<file path="src/rtl/latch_wr_sched.sv">
// Round-robin scheduler sharing one transparent latch bank between N_REQ writers.
// Drives latch D once per grant, then sequences G through setup/open/hold and acks the owner.
module latch_wr_sched #(
    parameter int unsigned N_REQ     = 4,
    parameter int unsigned DW        = 8,
    parameter int unsigned SETUP_CYC = 1,
    parameter int unsigned OPEN_CYC  = 1,
    parameter int unsigned HOLD_CYC  = 1
) (
    input  logic                i_clk,
    input  logic                i_rst,
    input  logic [N_REQ-1:0]    i_req,
    input  logic [N_REQ*DW-1:0] i_data,
    input  logic                i_freeze,
    output logic [N_REQ-1:0]    o_gnt,
    output logic [N_REQ-1:0]    o_ack,
    output logic [DW-1:0]       o_lat_d,
    output logic                o_lat_en,
    output logic                o_busy
);
    localparam int unsigned PW      = $clog2(N_REQ);
    localparam int unsigned MAX_SO  = (SETUP_CYC > OPEN_CYC) ? SETUP_CYC : OPEN_CYC;
    localparam int unsigned CNT_MAX = (MAX_SO > HOLD_CYC) ? MAX_SO : HOLD_CYC;
    localparam int unsigned CW      = (CNT_MAX > 1) ? $clog2(CNT_MAX) : 1;

    typedef enum logic [2:0] {StIdle, StSetup, StOpen, StHold, StAck} state_e;

    state_e            state_q, state_d;
    logic [CW-1:0]     cnt_q, cnt_d;
    logic [PW-1:0]     ptr_q, ptr_d;
    logic [PW-1:0]     own_q, own_d;
    logic [N_REQ-1:0]  gnt_q, gnt_d;
    logic [N_REQ-1:0]  ack_q, ack_d;
    logic [DW-1:0]     lat_d_q, lat_d_d;
    logic              lat_en_q, lat_en_d;
    logic              busy_q, busy_d;

    logic              found;
    logic [PW-1:0]     win_idx;
    logic [DW-1:0]     win_data;

    function automatic logic [PW-1:0] rr_idx(input logic [PW-1:0] base, input int unsigned off);
        int unsigned sum;
        sum = 32'(base) + off;
        if (sum >= N_REQ) begin
            sum = sum - N_REQ;
        end
        return PW'(sum);
    endfunction

    // First requester at or after the pointer, wrapping.
    always_comb begin
        found   = 1'b0;
        win_idx = '0;
        for (int unsigned i = 0; i < N_REQ; i++) begin
            if (!found && i_req[rr_idx(ptr_q, i)]) begin
                found   = 1'b1;
                win_idx = rr_idx(ptr_q, i);
            end
        end
    end

    assign win_data = i_data[32'(win_idx)*DW +: DW];

    always_comb begin
        state_d  = state_q;
        cnt_d    = cnt_q;
        ptr_d    = ptr_q;
        own_d    = own_q;
        gnt_d    = gnt_q;
        ack_d    = '0;
        lat_d_d  = lat_d_q;
        lat_en_d = 1'b0;

        unique case (state_q)
            StIdle: begin
                if (found && !i_freeze) begin
                    state_d = StSetup;
                    cnt_d   = CW'(SETUP_CYC - 1);
                    own_d   = win_idx;
                    gnt_d   = N_REQ'(1) << win_idx;
                    lat_d_d = win_data;
                end
            end
            StSetup: begin
                if (cnt_q == '0) begin
                    state_d  = StOpen;
                    cnt_d    = CW'(OPEN_CYC - 1);
                    lat_en_d = 1'b1;
                end else begin
                    cnt_d = cnt_q - 1'b1;
                end
            end
            StOpen: begin
                if (cnt_q == '0) begin
                    state_d = StHold;
                    cnt_d   = CW'(HOLD_CYC - 1);
                end else begin
                    cnt_d    = cnt_q - 1'b1;
                    lat_en_d = 1'b1;
                end
            end
            StHold: begin
                if (cnt_q == '0) begin
                    state_d = StAck;
                    ack_d   = gnt_q;
                    gnt_d   = '0;
                    ptr_d   = (own_q == PW'(N_REQ - 1)) ? '0 : own_q + 1'b1;
                end else begin
                    cnt_d = cnt_q - 1'b1;
                end
            end
            StAck: begin
                state_d = StIdle;
            end
            default: begin
                state_d = StIdle;
            end
        endcase

        // Registered busy mirrors the state being entered.
        busy_d = (state_d != StIdle);
    end

    always_ff @(posedge i_clk) begin
        if (i_rst) begin
            state_q  <= StIdle;
            cnt_q    <= '0;
            ptr_q    <= '0;
            own_q    <= '0;
            gnt_q    <= '0;
            ack_q    <= '0;
            lat_d_q  <= '0;
            lat_en_q <= 1'b0;
            busy_q   <= 1'b0;
        end else begin
            state_q  <= state_d;
            cnt_q    <= cnt_d;
            ptr_q    <= ptr_d;
            own_q    <= own_d;
            gnt_q    <= gnt_d;
            ack_q    <= ack_d;
            lat_d_q  <= lat_d_d;
            lat_en_q <= lat_en_d;
            busy_q   <= busy_d;
        end
    end

    assign o_gnt    = gnt_q;
    assign o_ack    = ack_q;
    assign o_lat_d  = lat_d_q;
    assign o_lat_en = lat_en_q;
    assign o_busy   = busy_q;

endmodule

</file>
<file path="config.mk">
export PLATFORM = sky130hd
export DESIGN_NAME = latch_wr_sched
export DESIGN_NICKNAME = d
export VERILOG_FILES = /design/src/rtl/latch_wr_sched.sv
export SDC_FILE = /design/constraint.sdc
export NUM_CORES = 1
export LEC_CHECK = 0
export CORE_UTILIZATION = 43
export DETAILED_ROUTE_END_ITERATION = 8
export PLACE_DENSITY_LB_ADDON = 0.15
export SETUP_SLACK_MARGIN = 0.02
export SLEW_MARGIN = 25
export SYNTH_ARGS = -nofsm -noshare
export SYNTH_HDL_FRONTEND = slang
export SYNTH_SLANG_ARGS = --single-unit
</file>
<file path="constraint.sdc">
create_clock -name i_clk -period 3 [get_ports i_clk]
set_input_delay 0.6 -clock i_clk [delete_from_list [all_inputs] [get_ports i_clk]]
set_output_delay 0.6 -clock i_clk [all_outputs]
set_load 0.01 [all_outputs]
</file>
Figure 1. Routed metal per tile (run 1).
Drawn at 6 px/µm. 11 x 11 tiles, from white (low) to dark blue (high), scaled to the fullest tile. Values are wire area over tile area, all layers added.
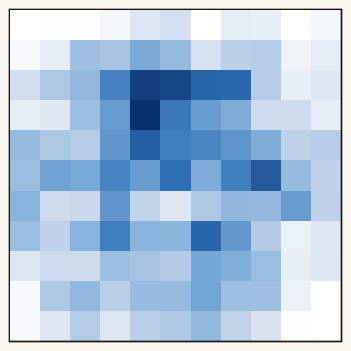
tiles over half the peak: 23%
nearly empty tiles: 5.8%
densest ninth of the die: center
fullest tile: 0.44
mean over tiles: 0.16
via count: 1112
total wirelength of the detailed-routed design: 2.98 mm
drt wl/cell: 14.7 µm
total track usage: 0.219

Figure 2. Track usage over the die (run 1).
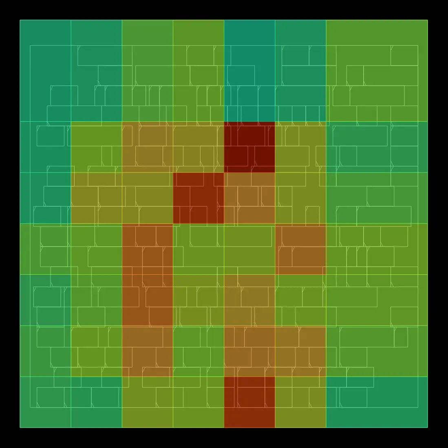
Util after Layout: 0.711
global routing usage on met1: 0.240

==> commit_impl_results.txt, run 1 <==
Log flow metrics for this revision

- Run status: complete, no violations
- Per the OpenROAD timing report, the critical path contains 4 cells.
- The clock buffers instantiated in the layout total 3.
- Subtracting the final worst setup slack from the clock period gives 2.43 ns.
- The routed design uses around 1.5 mm of met2 wire.
- Looking at the hold checks, the worst path lands on o_gnt[0].
- For this run, asynchronously set or reset flops after synthesis account for 0.
* Most frequently placed logic cells in the final layout: sky130_fd_sc_hd__clkdlybuf4s50_1, sky130_fd_sc_hd__dfxtp_1, sky130_fd_sc_hd__mux2i_1
- For this run the aggregate overflow at the end of global routing stands at 0.
* Leakage power summed over all cells: 0.660 nW
- Worst setup path startpoint: i_req[0]
- Per Yosys stat, the portion of area used by sequential elements is 0.412.
* Net count entering floorplan: around 160
- The cell-mix breakdown from Yosys lists the XOR/XNOR area share as 0.00722.
* Pin count of the biggest net entering global routing: 22
- Clock root cell: sky130_fd_sc_hd__clkbuf_4
- The timing report shows that the slowest cell on the worst path is sky130_fd_sc_hd__o41ai_2.
- The clock passes through at most 2 buffers.
- STA puts the critical path data arrival time at ~2.6 ns.
- Final design instance area without fill: around 1800 µm²
- Pre-CTS setup slack: between 0.2 and 0.25 ns
- For reference, the clock transition at the flip-flops on the worst setup and hold paths is around 0.14 ns.
- Number of buffers inserted by hold repair at cts: 0
- Worst setup path endpoint: o_lat_d[6]
* Max-slew violation count: 0
- Post-synth tally of flip-flops with integrated enable: 0
- Grt met3 use: 0.0765
- Reg2reg path depth: 4
- The floorplan report gives the top-level pin count as ~57.
* Count of distinct cell types in the synthesized netlist: 26
* Final setup margin: between 0.5 and 0.6 ns
- Mux contribution to synthesized area: 0.165
- Per the post-run analysis, buffers plus inverters along the critical path come to 1.
- Largest stage delay on the critical path: approximately 0.86 ns
- Worst Path Class, Setup: in -> reg
- Port Buffer Count: 56
- The largest part of the power goes to sequential cells.
- After routing, the total negative slack on setup checks comes to 0 ns.
* Area grow syn2layout: 50.4%
- Top routing layer in use: met4
- For the pin with the worst max-slew slack, the measured transition is 0.875 ns.
- In this run the full chip footprint comes out at 3040 µm².
- Averaged over all synthesized cells, the footprint is roughly 10 µm².
* Vias in the first global route: ~1100
- Worst-path cell chain: clkdlybuf4s50_1 > o41ai_2 > or3_1 > o221ai_2
* Part of the power in registers: 0.496
- Commonest cells in the synthesized netlist: sky130_fd_sc_hd__dfxtp_1, sky130_fd_sc_hd__mux2i_1, sky130_fd_sc_hd__nand3b_1, sky130_fd_sc_hd__a21oi_1, sky130_fd_sc_hd__o221ai_2
* Yosys stat cell total: approximately 120
* Startpoint of the lowest-slack hold path: o_gnt[0]
- Power attributed to sequential cells is 0.385 mW.
- Synthesis produced 119 cells.
* H-Tree Level Count: 1
- After detailed routing, the number of vias per cell comes to 5.48.
- Of all the cell area in the finished design, the clock network holds 0.0164.
- M1 WL: approximately 1.3 mm
- Number of gates resized after CTS: 0
- In this run the tightest slew margin relative to its limit is 0.410.
- Worst flop-to-flop path startpoint: state_q[1]
- The initialized floorplan defines 18 standard-cell rows.
- Post-Synth AOI/OAI Area: 0.166
- The finished design was reported to have a net count of between 200 and 250.
- The fraction of cell area in sequential cells is reported as 0.274.
* Max capacitance violation total: 0
- Adder Share, Synth: 0.0103
- Endpoints failing hold in the final report were tallied at 0.
* Crit end category: flip-flop
- Clock network fraction of design power: 0.204
- CP top delay family: AND-OR/OR-AND gates
- met2 is the most crowded layer.
- The fraction of final cell area spent on non-clock buffers in this run is 0.319.
- Sw Pwr: 0.226 mW
- For this run the detailed placement stage logged an HPWL of around 2.3 mm.
- The register with the most flip-flops in the layout has 8 of them.
* Final estimated routing congestion in global placement: 0.705
- IR analysis of the VDD net gives a maximum drop of between 0.0004 and 0.0005 V.
* Core utilization at floorplan: 0.473
- The power report lists the combinational group at between 0.2 and 0.25 mW.
* Count of final setup violators: 0
- The final layout contains a sequential cell count of 25.
* Top_reg_cell synth: sky130_fd_sc_hd__dfxtp_1
- Biggest area consumer among synthesized cells: sky130_fd_sc_hd__dfxtp_1
- The core region is 2570 µm².
* Logic gate share of total power: 0.300
- After synthesis, the chip area reported by Yosys is between 1000 and 1500 µm².
* Class of the most critical hold timing path: reg -> reg
* Number of remaining DRC errors: 0
- The cell-mix breakdown from Yosys lists the simple-gate area share as 0.195.
- Part of the cycle the worst path needs: 0.809
* First-pass GRT wire length: 4.69 mm
- For this run, global-route usage on met2 was measured as 0.410.
- Clock tree synthesis found a total of 25 sinks.
- Pint: 0.549 mW
- Power per cell area: around 420 nW/µm²
* Number of ordinary and repair buffers in the finished layout: 59
* DR WL met3: approximately 160 µm
- Number of routed nets with antenna violations: 0
- The worst setup path is launched from an input pin.
- Net switching share of the total power: 0.292
- Hold timing on the final database bottoms out at a slack of 0.496 ns.
* Count of antenna diodes in the layout: 0
- After detailed placement, the total cell area comes to between 1500 and 2000 µm².
- The number of clock buffers added by TritonCTS is 3.
- Biggest combinational cell group after synthesis: simple AND/OR/NAND/NOR gates
- The floorplan step set the die height to roughly 55 µm.
- Total chip power: 0.775 mW
- STA reports a reg2reg setup slack of 0.85 ns.
* CTS tree: done
- Measured along the x axis, the die boundary spans between 50 and 60 µm.
- Warnings reported by Yosys during synthesis add up to 0.
* Power of the clock network: between 0.15 and 0.2 mW
- Logic cell area: approximately 670 µm²
- Worst path required time: ~3.2 ns
- Largest cells by area after synthesis: sky130_fd_sc_hd__dfxtp_1, sky130_fd_sc_hd__mux2i_1, sky130_fd_sc_hd__o221ai_2
- The design received a total of 30 well taps at floorplan.
- OpenROAD warning count: 26
- Max Clock Freq: just over 400 MHz
* Placed cell count: between 150 and 200
- #MultiIn Comb: 83
- Setup repair after global routing left no endpoint under its margin.
- R2r endpoint: o_lat_d[0]
* DRC marker count from the first detailed-route iteration: 8
- The layout report lists the combined flip-flop and latch area as ~500 µm².
- By area, the class that comes first in the final layout consists of combinational gates.
- Iteration tally of the first detailed-router pass: 4
Figure 3. Gate-type map (run 1).
Drawn at 10 px/µm.
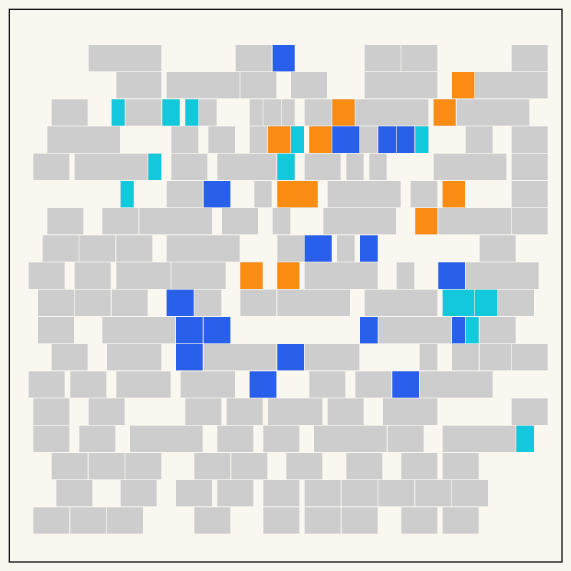
legend:
  nor cells:
    color: cyan
    cells: 12
    most_used: nor2_1
  nand cells:
    color: blue
    cells: 17
    most_used: nand3b_1
  and/or cells:
    color: orange
    cells: 10
Non-Filler Instances: 203
combinational share of cell area: 0.365
most numerous logic cell after layout: sky130_fd_sc_hd__clkdlybuf4s50_1

Figure 4. Clock network drawn from the DEF (run 1).
Drawn at 6 px/µm.
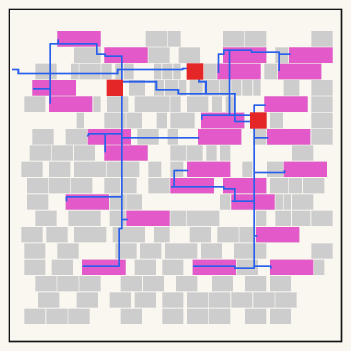
legend:
  flip-flops:
    color: magenta
    count: 25
  clock wires:
    color: blue
    length: 282 µm
  clock-net drivers:
    color: red
    count: 3
flops lie: all over the die
clk ins delay skew pair: 0.32 ns
final clock skew: 0.00120 ns

Figure 5. Zoomed window (run 1).
Window x 13 to 43, y 2 to 32 µm. Cells in gray, sequential cells in the stronger gray; small squares are vias.
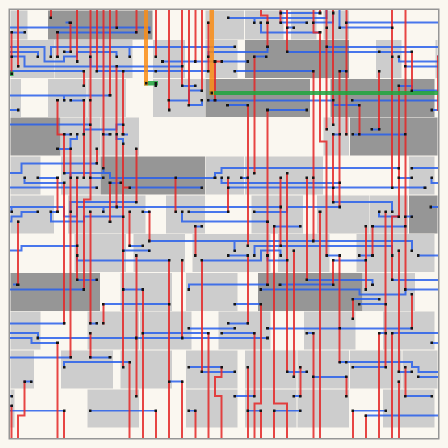

## Run 2: what changed since run 1
CORE_UTILIZATION = 40   (was 43)
clock period = 2.5 ns   (was 3 ns; I/O delays follow)
Figure 6. Zoomed window (run 2).
Window x 14 to 44, y 2 to 32 µm. Cells in gray, sequential cells in the stronger gray; small squares are vias.
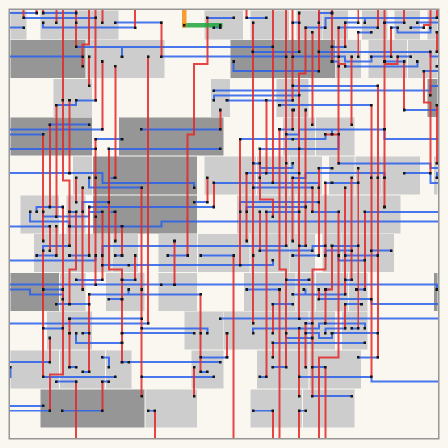
legend:
  M2:
    color: red
  M1:
    color: blue
  M4:
    color: orange
  M3:
    color: green
cells with their middle in the window: 63
netlist names of flops here include: o_lat_d (3), state_q (2)
sequential cells in the window: 7
most frequent: a21oi_1 (8), clkdlybuf4s50_1 (8), dfxtp_1 (7)

Figure 7. Routed metal per tile (run 2).
Drawn at 6 px/µm. 11 x 11 tiles, from white (low) to dark blue (high), scaled to the fullest tile. Values are wire area over tile area, all layers added.
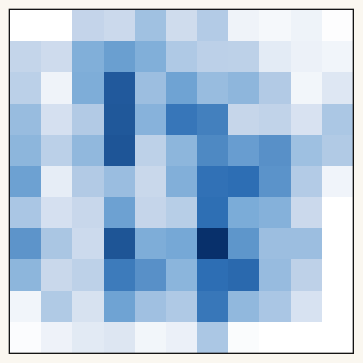
fullest tile: 0.42
mean over tiles: 0.15
emptiest ninth of the die: upper right
densest ninth of the die: center
via count: 1115
drt wl/cell: 14.9 µm
total wirelength of the detailed-routed design: 3.06 mm

==> run 2 against run 1 <==
  * The flow now finishes with violations (design-rule violations)
  * Synthesized cell count is the same
  * Total power grew 21%
  * Clock skew is 0.0094 ns higher
  * Die size up 7.2%
  * Worst setup slack worse by 0.29 ns
  * Combinational power grew 24%
  * Via count grew 0.27%
  * Sequential power increased by about 20%
  * Non-clock buffer count rose by 2
  * Utilization decreased by 5.0 points
  * Critical path depth rose by 2
  * Largest cell class unchanged
  * Sequential share of layout area down 0.43 points
==> commit_impl_results.txt, run 2 <==
Log flow metrics for this revision

* Run status: finished with violations
- Violations in the final reports: design-rule violations
* CP top delay family: simple AND/OR/NAND/NOR gates
- XOR Share, Synth: 0.00722
* Post-synthesis share of cell area spent on and, or, nand and nor gates: 0.195
* Combinational Power: 0.289 mW
- The report counts max-capacitance violations totalling 0.
* Clock-pin slew on the worst setup and hold paths: 0.14 ns
- Area of the placeable core: around 2800 µm²
- Sw Pwr: 0.271 mW
* Top_reg_cell synth: sky130_fd_sc_hd__dfxtp_1
- On the critical path the data arrives at approximately 2.5 ns.
- In this run the worst setup path begins at i_req[3].
- Part of the power in registers: 0.494
- The via count of the first global-routing pass was between 1000 and 1500.
- Net switching share of the total power: 0.289
* Count of distinct cell types in the synthesized netlist: 26
- Global routing usage on met1: 0.251
* Group drawing the most power: sequential cells
- The number of cells on the worst reg-to-reg path is 5.
* Biggest area consumer among synthesized cells: sky130_fd_sc_hd__dfxtp_1
- Number of flip-flops under the largest register name: 8
- about 83 cells are multi-input combinational gates.
* Grt met3 use: 0.0499
- Total congestion overflow: 0
- Power per cell area: between 500 and 600 nW/µm²
- Per the final report, max-transition violations number 0.
* Number of ordinary and repair buffers in the finished layout: around 61
* Logic cell area: around 670 µm²
* Port Buffer Count: approximately 56
- IR analysis of the VDD net gives a maximum drop of around 0.00025 V.
- In the synthesized netlist, the dominant kind of combinational cell is simple AND/OR/NAND/NOR gates.
- Area grow syn2layout: 52.8%
- Per the post-run analysis, buffers plus inverters along the critical path come to 2.
- Of the total synthesized cell area, the portion taken by full adders, half adders and majority gates is 0.0103.
* DR WL met3: 112 µm
* Row cnt: 19
- The repair_antennas step left the layout with diodes totalling 0.
- Most frequently placed logic cells in the final layout: sky130_fd_sc_hd__clkdlybuf4s50_1, sky130_fd_sc_hd__dfxtp_1, sky130_fd_sc_hd__mux2i_1
- Boundary pin count: 57
* Unrepaired setup endpoints after global routing: false
* Total number of clock tree sinks: 25
- Yosys stat cell total: between 100 and 150
* Startpoint of the lowest-slack hold path: o_gnt[0]
- The fraction of final cell area spent on non-clock buffers in this run is 0.329.
* GR Layer Usage met2: 0.355
- The class occupying the most area after layout is reported as combinational gates.
- The capture point of the critical path was reported as o_lat_d[0].
- For the clock group, total power comes out at around 0.19 mW.
* Number of sequential cells in the layout: 25
- Total stage count of the critical path: 6
- Met2 WL post-DR: 1.62 mm
* Worst hold margin: approximately 0.5 ns
* Pre-CTS setup slack: -0.0630 ns
- Total chip power: about 0.94 mW
* Crit path time final: between 2 and 2.5 ns
- Worst Path Class, Setup: in -> reg
- Of the synthesized area, sequential elements account for 0.412.
* Setup TNS: 0 ns
- Util after Layout: 0.661
- The skew report gives the latency at the later pin of the worst-skew pair as 0.32 ns.
* OpenROAD warning count: 26
- The die is 57.1 µm wide.
* Top routing layer in use: met4
- The final timing report counts setup violations totalling 0.
- Number of buffers inserted by hold repair at cts: 0
- Counting tap cells, the placed design contains a total of 202 instances.
* Part of the cycle the worst path needs: 0.886
* Logic gate share of total power: 0.309
- Kind of start point of the critical path: input pin
- Final clock skew: about 0.011 ns
- The first global-routing pass estimated about 5 mm of wire.
- H-Tree Level Count: 1
* Core utilization at floorplan: 0.433
- Entering global routing, the biggest net connects 22 pins.
* Worst path required time: 2.74 ns
- According to the dpl log, the detail-placed design has an HPWL of 2.43 mm.
* Max transition margin: 0.680
- DRC marker count from the first detailed-route iteration: 22
- The longest incremental delay of any stage on the critical path is reported as around 0.54 ns.
- Number of clock buffers inserted by TritonCTS: 3
- Looking at the critical path, the single cell with the biggest stage delay is sky130_fd_sc_hd__or3_1.
* Worst hold endpoint: o_gnt[0]
* Largest buffer count on any clock path: 2
* Worst flop-to-flop path startpoint: ptr_q[1]
* Post-synth tally of flip-flops with integrated enable: 0
- Looking at the global route congestion table, the highest-usage layer is met2.
- Area after detailed placement: around 1800 µm²
- CTS tree: done
- The placement summary gives the final routability congestion estimate as around 0.74.
- Using the TritonRoute via totals, the vias-per-cell ratio works out to around 5.4.
- Number of stages on the worst hold path: 2
- The final timing report lists a hold violation count of 0.
- The layout report gives the multi-input gate share of total cell area as 0.360.
- In this build the clock could be raised as far as approximately 450 MHz.
* Layout clock area frac: 0.0162
* Register fraction of the total cell area: 0.270
- Crit end category: flip-flop
* Number of remaining DRC errors: 2
* M1 WL: between 1 and 1.5 mm
* Mean area per synthesized cell: 10.2 µm²
* Worst Tran Pin Value: 0.481 ns
* Synth async-reset ratio: 0
* Power consumed by sequential cells: 0.462 mW
* Final setup margin: 0.285 ns
* R2r endpoint: o_lat_d[0]
- Sequential cell area in the final layout: about 500 µm²
- Tap cell count: 31
- Non-Filler Instances: 206
- According to the floorplan report, the total die area is 3260 µm².
- For this run, the post-layout net count is 216.
* Worst-path cell chain: clkdlybuf4s50_1 > inv_1 > and3_1 > or3_4 > or3_1 > o221ai_2
- Mux contribution to synthesized area: 0.165
* Leakage power summed over all cells: 0.673 nW
- The power report lists cell-internal power as 0.666 mW.
- Net count entering floorplan: approximately 160
- Commonest cells in the synthesized netlist: sky130_fd_sc_hd__dfxtp_1, sky130_fd_sc_hd__mux2i_1, sky130_fd_sc_hd__nand3b_1, sky130_fd_sc_hd__a21oi_1, sky130_fd_sc_hd__o221ai_2
* Number of routed nets with antenna violations: 0
- Largest cells by area after synthesis: sky130_fd_sc_hd__dfxtp_1, sky130_fd_sc_hd__mux2i_1, sky130_fd_sc_hd__o221ai_2
* Class of the most critical hold timing path: reg -> reg
* Iteration tally of the first detailed-router pass: 6
* Warning count from the yosys run: 0
- Post-CTS repair changed the size of 0 cells.
- Worst reg-to-reg setup slack: approximately 0.50 ns
* Total track usage: 0.205
* Count of non-CTS inverters in the layout: 2
- Most numerous logic cell after layout: sky130_fd_sc_hd__clkdlybuf4s50_1
* Final design instance area without fill: ~1900 µm²
* Post-Synth AOI/OAI Area: 0.166
- In the finished layout, the clock tree contains a buffer count of 3.
* Height of the die: 57.1 µm
* Number of instances in the synthesized netlist: ~120
- Chip area line of the yosys report: between 1000 and 1500 µm²
- Per the CTS log, the root buffer master is sky130_fd_sc_hd__clkbuf_4.
- Clock network fraction of design power: 0.198
Power and IR drop assume default switching activity.
